Fig. 1: run 1, signal wires on met2
Cells faint in the background.
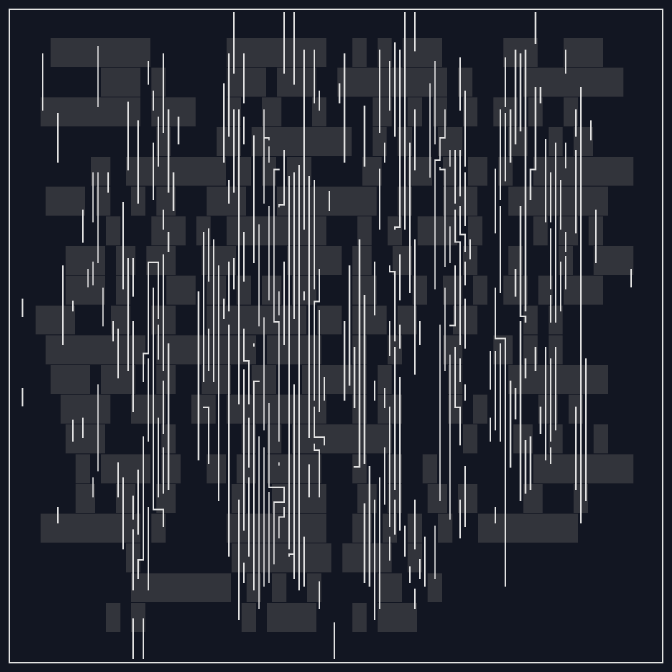
Fig. 2: run 1, cell placement
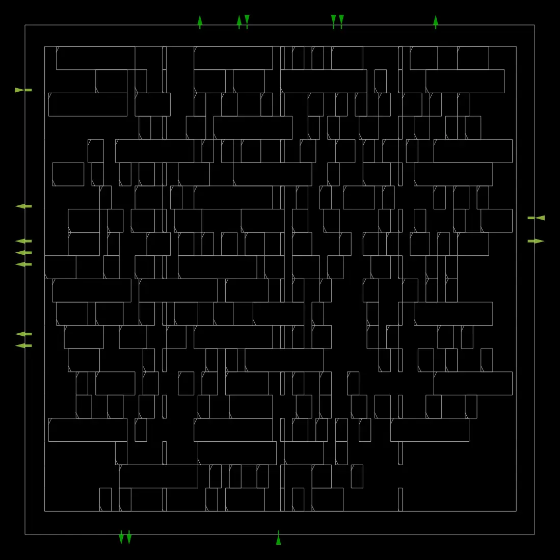
Fig. 3: run 1, logic cells by family
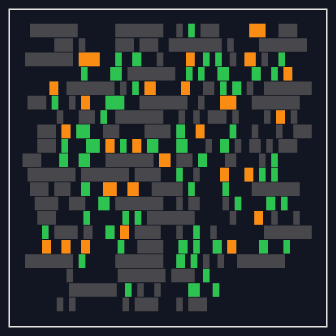
--- src/rtl/block_move_controller.sv ---
// block_move_controller: draw / hold / erase / move sequencer for the moving
// block. It drives the pixel plotter via a plot_go/plot_done handshake and
// counts video frames only while the block is held on screen.
// Optional feature: define BOUNCE_EN to make the block reverse direction at
// the edges instead of wrapping back to x = 0.
module block_move_controller #(
  parameter int FRAMES_PER_STEP = 15,
  parameter int XW              = 8,
  parameter int STEP            = 4,
  parameter int X_MAX           = 152
) (
  input  logic          clk,
  input  logic          reset,
  input  logic          start,
  input  logic          stop,
  input  logic          frame_tick,
  input  logic          plot_done,
  output logic          plot_go,
  output logic          plot_erase,
  output logic [XW-1:0] x_pos,
  output logic          busy,
  output logic          locked
);

  localparam logic [2:0] S_IDLE       = 3'd0;
  localparam logic [2:0] S_DRAW       = 3'd1;
  localparam logic [2:0] S_WAIT_DRAW  = 3'd2;
  localparam logic [2:0] S_HOLD       = 3'd3;
  localparam logic [2:0] S_ERASE      = 3'd4;
  localparam logic [2:0] S_WAIT_ERASE = 3'd5;
  localparam logic [2:0] S_MOVE       = 3'd6;
  localparam logic [2:0] S_LOCKED     = 3'd7;

  localparam logic [XW:0] STEP_W   = (XW+1)'(STEP);
  localparam logic [XW:0] X_MAX_W  = (XW+1)'(X_MAX);
  localparam logic [7:0]  FRAMES_W = 8'(FRAMES_PER_STEP);

  logic [2:0]    state_q, state_d;
  logic [7:0]    frame_cnt_q, frame_cnt_d;
  logic          stop_q, stop_d;
  logic [XW-1:0] x_q, x_d, x_next;
  logic          go_q, go_d;
  logic          erase_q, erase_d;
  logic          busy_q, busy_d;
  logic          locked_q, locked_d;
  logic [XW:0]   x_plus;
`ifdef BOUNCE_EN
  logic [XW:0]   x_minus;
  logic          dir_left_q, dir_left_d, dir_left_next;
`endif

  // Next position, one bit wider than x_pos so the edge test cannot overflow.
  always_comb begin
    x_plus = {1'b0, x_q} + STEP_W;
`ifdef BOUNCE_EN
    x_minus       = {1'b0, x_q} - STEP_W;
    dir_left_next = dir_left_q;
    x_next        = x_plus[XW-1:0];
    if (!dir_left_q) begin
      if (x_plus > X_MAX_W) begin
        dir_left_next = 1'b1;
        x_next        = x_minus[XW-1:0];
      end
    end else if ({1'b0, x_q} < STEP_W) begin
      dir_left_next = 1'b0;
    end else begin
      x_next = x_minus[XW-1:0];
    end
`else
    x_next = (x_plus > X_MAX_W) ? '0 : x_plus[XW-1:0];
`endif
  end

  // Sequencer next-state, frame counting, stop latch and registered outputs.
  always_comb begin
    state_d     = state_q;
    frame_cnt_d = frame_cnt_q;
    stop_d      = stop_q;
    x_d         = x_q;
    locked_d    = 1'b0;
`ifdef BOUNCE_EN
    dir_left_d  = dir_left_q;
`endif
    // stop only sticks while a run is in progress
    if (stop && state_q != S_IDLE && state_q != S_LOCKED) stop_d = 1'b1;

    case (state_q)
      S_IDLE: if (start) begin
        state_d = S_DRAW;
        stop_d  = 1'b0;
      end
      S_DRAW:      state_d = S_WAIT_DRAW;
      S_WAIT_DRAW: if (plot_done) begin
        state_d     = S_HOLD;
        frame_cnt_d = 8'd0;
      end
      S_HOLD: begin
        // a stop (latched or arriving now) beats the final tick: block stays drawn
        if (stop_q || stop) begin
          state_d  = S_LOCKED;
          stop_d   = 1'b0;
          locked_d = 1'b1;
        end else if (frame_tick) begin
          frame_cnt_d = frame_cnt_q + 8'd1;
          if (frame_cnt_q + 8'd1 == FRAMES_W) state_d = S_ERASE;
        end
      end
      S_ERASE:      state_d = S_WAIT_ERASE;
      S_WAIT_ERASE: if (plot_done) state_d = S_MOVE;
      S_MOVE: begin
        x_d     = x_next;
`ifdef BOUNCE_EN
        dir_left_d = dir_left_next;
`endif
        state_d = S_DRAW;
      end
      S_LOCKED: if (start) begin
        state_d = S_DRAW;
        stop_d  = 1'b0;
        x_d     = '0;
`ifdef BOUNCE_EN
        dir_left_d = 1'b0;
`endif
      end
      default: state_d = S_IDLE;
    endcase

    // outputs are decoded from the next state so they are registered
    go_d   = (state_d == S_DRAW) || (state_d == S_ERASE);
    erase_d = erase_q;
    if (state_d == S_ERASE)     erase_d = 1'b1;
    else if (state_d == S_DRAW) erase_d = 1'b0;
    busy_d = (state_d != S_IDLE) && (state_d != S_LOCKED);
  end

  // State and output registers.
  always_ff @(posedge clk or posedge reset) begin
    if (reset) begin
      state_q     <= S_IDLE;
      frame_cnt_q <= 8'd0;
      stop_q      <= 1'b0;
      x_q         <= '0;
      go_q        <= 1'b0;
      erase_q     <= 1'b0;
      busy_q      <= 1'b0;
      locked_q    <= 1'b0;
`ifdef BOUNCE_EN
      dir_left_q  <= 1'b0;
`endif
    end else begin
      state_q     <= state_d;
      frame_cnt_q <= frame_cnt_d;
      stop_q      <= stop_d;
      x_q         <= x_d;
      go_q        <= go_d;
      erase_q     <= erase_d;
      busy_q      <= busy_d;
      locked_q    <= locked_d;
`ifdef BOUNCE_EN
      dir_left_q  <= dir_left_d;
`endif
    end
  end

  assign plot_go    = go_q;
  assign plot_erase = erase_q;
  assign x_pos      = x_q;
  assign busy       = busy_q;
  assign locked     = locked_q;

endmodule

--- config.mk ---
export PLATFORM = sky130hd
export DESIGN_NAME = block_move_controller
export DESIGN_NICKNAME = d
export VERILOG_FILES = /design/src/rtl/block_move_controller.sv
export SDC_FILE = /design/constraint.sdc
export NUM_CORES = 1
export LEC_CHECK = 0
export ABC_AREA = 1
export CAP_MARGIN = 40
export CELL_PAD_IN_SITES_DETAIL_PLACEMENT = 1
export CELL_PAD_IN_SITES_GLOBAL_PLACEMENT = 1
export CORE_MARGIN = 2
export CORE_UTILIZATION = 42
export CTS_BUF_LIST = sky130_fd_sc_hd__clkbuf_8
export DETAILED_ROUTE_END_ITERATION = 7
export PLACE_DENSITY = 0.81
export SKIP_LAST_GASP = 1
export SLEW_MARGIN = 25
export SYNTH_ARGS = -nofsm -noshare
export SYNTH_HDL_FRONTEND = slang
export SYNTH_SLANG_ARGS = --single-unit
--- constraint.sdc ---
create_clock -name clk -period 4.5 [get_ports clk]
set_input_delay 0.9 -clock clk [delete_from_list [all_inputs] [get_ports clk]]
set_output_delay 0.9 -clock clk [all_outputs]
set_load 0.01 [all_outputs]
==> run summary, run 1 <==
status: complete, no violations
Critical Path Sink: frame_cnt_q[1]
buffers and inverters on the worst path: 1
syn avg cell area: 7.83 um2
largest net degree at the start of global routing: 17
depth of the most critical reg-to-reg path: 6
remaining global-route overflow: 0
DIE WIDTH: 59.6 um
worst reg2reg endpoint: frame_cnt_q[1]
setup bufs post-CTS: 0
list of most frequent post-synthesis cells: 37 x nand2_1, 24 x inv_1, 22 x dfrtp_1, 14 x nand3_1, 13 x nor2_1
Tool Warnings: 28
layout cells sized above 1: 8.74%
fmax: 428 MHz
Final Slew Violations: 0
drt drc: 0
Latency at later pin: 0.26 ns
Met1 Routed Length: 1490 um
total track usage: 21.7%
number of diodes: 0
Clock Sink Count: 22
htree depth: 1
RD Place Congestion: 0.824
post-synth top area cell: dfrtp_1
CTS tree: built
## Picture notes: Fig. 1
- share of all routed wire: 52%
- nets with wire on the layer: 176

## Picture notes: Fig. 2
Seq/total area: 35.7%
Final Non-Filler Cells: 216
Core Area: 3000 um2

## Picture notes: Fig. 3
- NAND gates: green (cells 61)
- inverting AOI/OAI gates: orange (cells 26)
Commonest Layout Cell: nand2_1
Comb area share: 40.6%

[run 1: logic make-up after synthesis]
| kind of cell | count (synthesis) |
|---|---|
| AND/OR/NAND/NOR | 79 |
| buffers and inverters | 28 |
| AND-OR/OR-AND | 26 |
| flip-flops | 22 |
| XOR/XNOR | 6 |
| adder cells (fa/ha/maj) | 4 |
| other | 1 |
[run 1: registers in the layout, summed over array words and instances (netlist names)]
register / flops
x_pos: 6
locked: 1
stop_q: 1
busy: 1
plot_erase: 1
frame_cnt_q: 8
plot_go: 1
state_q: 3
[run 1: worst register-to-register path, stage by stage (launching register included)]
cell	delay, ns
dfrtp_1	0.42
nand2_1	0.13
nor2_2	0.40
nand2_1	0.14
a21oi_2	0.51
nand2_1	0.22
o22ai_1	0.20
[run 1: cell type report]
cell class | instances | area share (%)
inverters | 24 | 5.85
repair buffers | 16 | 11.5
clock buffers | 4 | 3.57
multi-input cells | 117 | 40.6
well taps | 33 | 2.68
flip-flops and latches | 22 | 35.7
[run 1: power by group]
part / total, uW / internal [uW] / switching (uW)
Clock: 142 / 77.9 / 64.4
Sequential: 364 / 283 / 81.3
Combinational: 522 / 200 / 322
[run 1: layout by cell type, fill, tap and decap left out, types with 5 or more instances in the layout]
cell              n
clkdlybuf4s50_1  15
dfrtp_1          22
inv_1            24
nand2_1          37
nand3_1          14
nand4_1           5
nor2_1           13
o21ai_0          12
[run 1: per-stage QoR]
step	power (uW)	setup slack [ns]	hold slack, ns	utilization, %	area [um2]
after floorplan	711	2.65	0.465	-	1300
after global placement	848	2.09	0.485	48.5	1460
after detailed placement	885	1.99	0.511	49.5	1490
after CTS	1040	2.17	0.529	51.3	1540
after global routing	1120	1.98	0.550	51.3	1540
final	1030	2.16	0.524	51.3	1540
Fig. 4: run 1, clock distribution
Bar = 20 um.
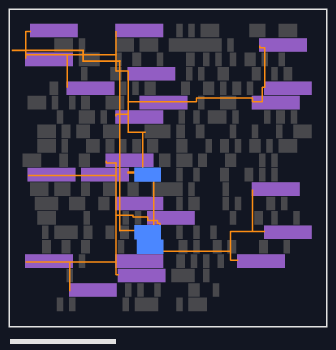

--- run 2 (diff from run 1) ---
--- a/config.mk
+++ b/config.mk
@@ -10,10 +10,10 @@
 export CELL_PAD_IN_SITES_DETAIL_PLACEMENT = 1
 export CELL_PAD_IN_SITES_GLOBAL_PLACEMENT = 1
 export CORE_MARGIN = 2
-export CORE_UTILIZATION = 42
+export CORE_UTILIZATION = 41
 export CTS_BUF_LIST = sky130_fd_sc_hd__clkbuf_8
 export DETAILED_ROUTE_END_ITERATION = 7
-export PLACE_DENSITY = 0.81
+export PLACE_DENSITY = 0.8
 export SKIP_LAST_GASP = 1
 export SLEW_MARGIN = 25
 export SYNTH_ARGS = -nofsm -noshare
==> constraint.sdc (replaced) <==
create_clock -name clk -period 2.31 [get_ports clk]
set_input_delay 0.462 -clock clk [delete_from_list [all_inputs] [get_ports clk]]
set_output_delay 0.462 -clock clk [all_outputs]
set_load 0.01 [all_outputs]
Fig. 5: run 2, clock distribution
Bar = 20 um.
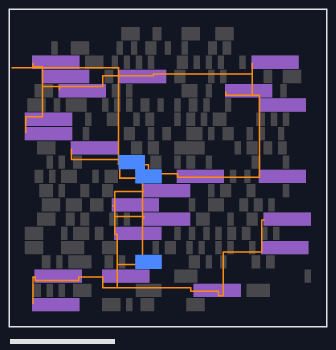
- clock wires: orange (length 308 um)
- cells driving clock nets: blue (count 3)
- flip-flops: purple (count 22)
- flops lie: all over the die

==> run summary, run 2 <==
syn avg cell area: 7.83 um2
Final Non-Filler Cells: 229
setup ws final: 0.489 ns
layout cells sized above 1: 9.73%
setup bufs post-CTS: 0
htree depth: 1
status: complete, no violations
total track usage: 19.8%
Hold WS: 0.524 ns
max reg flops: 8
list of most frequent post-synthesis cells: 37 x nand2_1, 24 x inv_1, 22 x dfrtp_1, 14 x nand3_1, 13 x nor2_1
most flop-heavy register: frame_cnt_q
Final Slew Violations: 0
RD Place Congestion: 0.834
Latency at later pin: 0.26 ns
buffers and inverters on the worst path: 0
DIE WIDTH: 60.3 um
Tool Warnings: 28
Clock Sink Count: 22
CTS tree: built
drt drc: 0
Fig. 6: run 2, cell placement
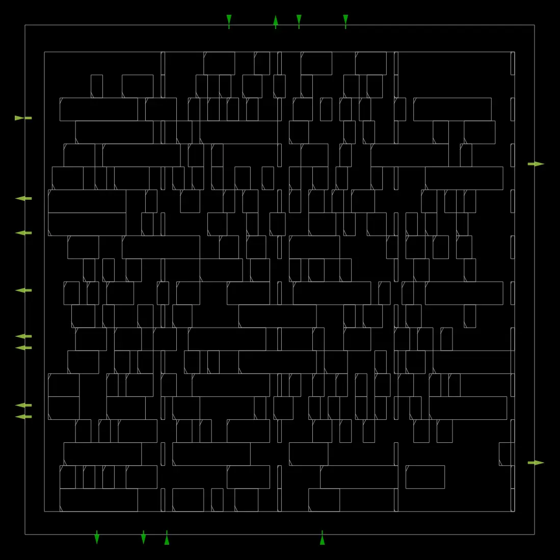
# rows: 20
Core Area: 3030 um2

## run 2: cell counts after synthesis
No cell type changed its count.
## run 2: final timing paths
kind	end	slack, ns	cells after the start
min in group asynchronous	x_pos[7]	0.53	3
min reg2reg	stop_q	0.52	2
max reg2reg	plot_erase	0.49	10
min	stop_q	0.52	2
max	plot_erase	0.49	10
max in group asynchronous	x_pos[5]	1.55	3
## run 2: kinds of logic after synthesis
logic type,after synthesis,synth area share [%]
AND-OR/OR-AND,26,11.6
XOR/XNOR,6,4.62
adder cells (fa/ha/maj),4,3.85
buffers and inverters,28,9.82
flip-flops,22,42.3
other,1,0.288
AND/OR/NAND/NOR,79,27.4
## run 2: area by class of cell
| cell class | instances | area (um2) | share of cell area, % |
|---|---|---|---|
| inverters | 24 | 90.1 | 5.82 |
| repair buffers | 18 | 173 | 11.1 |
| multi-input cells | 117 | 626 | 40.4 |
| flip-flops and latches | 22 | 551 | 35.5 |
| clock buffers | 4 | 55.1 | 3.55 |
| well taps | 44 | 55.1 | 3.55 |
## run 2: through the flow
step	instance area [um2]	util, %	power [uW]
4_1_cts	1550	51.2	2030
3_5_place_dp	1490	49.3	1740
6_report	1550	51.2	2010
3_3_place_gp	1490	49.3	1680
5_1_grt	1550	51.2	2200
2_1_floorplan	1300	-	1380
## run 2: per-layer routing
layer  share of wire, %  global-route usage (%)  vias up
li1                   -                       -      570
met2                 50                    33.5       13
met1                 48                    26.4      566
met3                1.5                    2.81        4
met5                  0                       0        -
met4                1.1                    5.71        0
## run 2: power breakdown
group | internal [uW] | switching, uW
clock network | 152 | 129
logic | 407 | 611
registers | 551 | 159
total | 1110 | 898
## run 2: tightest hold or removal path, stage by stage, from the launching register on
cell	delay [ns]
dfrtp_1	0.36
o21ai_0	0.09
inv_1	0.05
Power figures rest on the tool's default switching activity, not on a simulated workload.
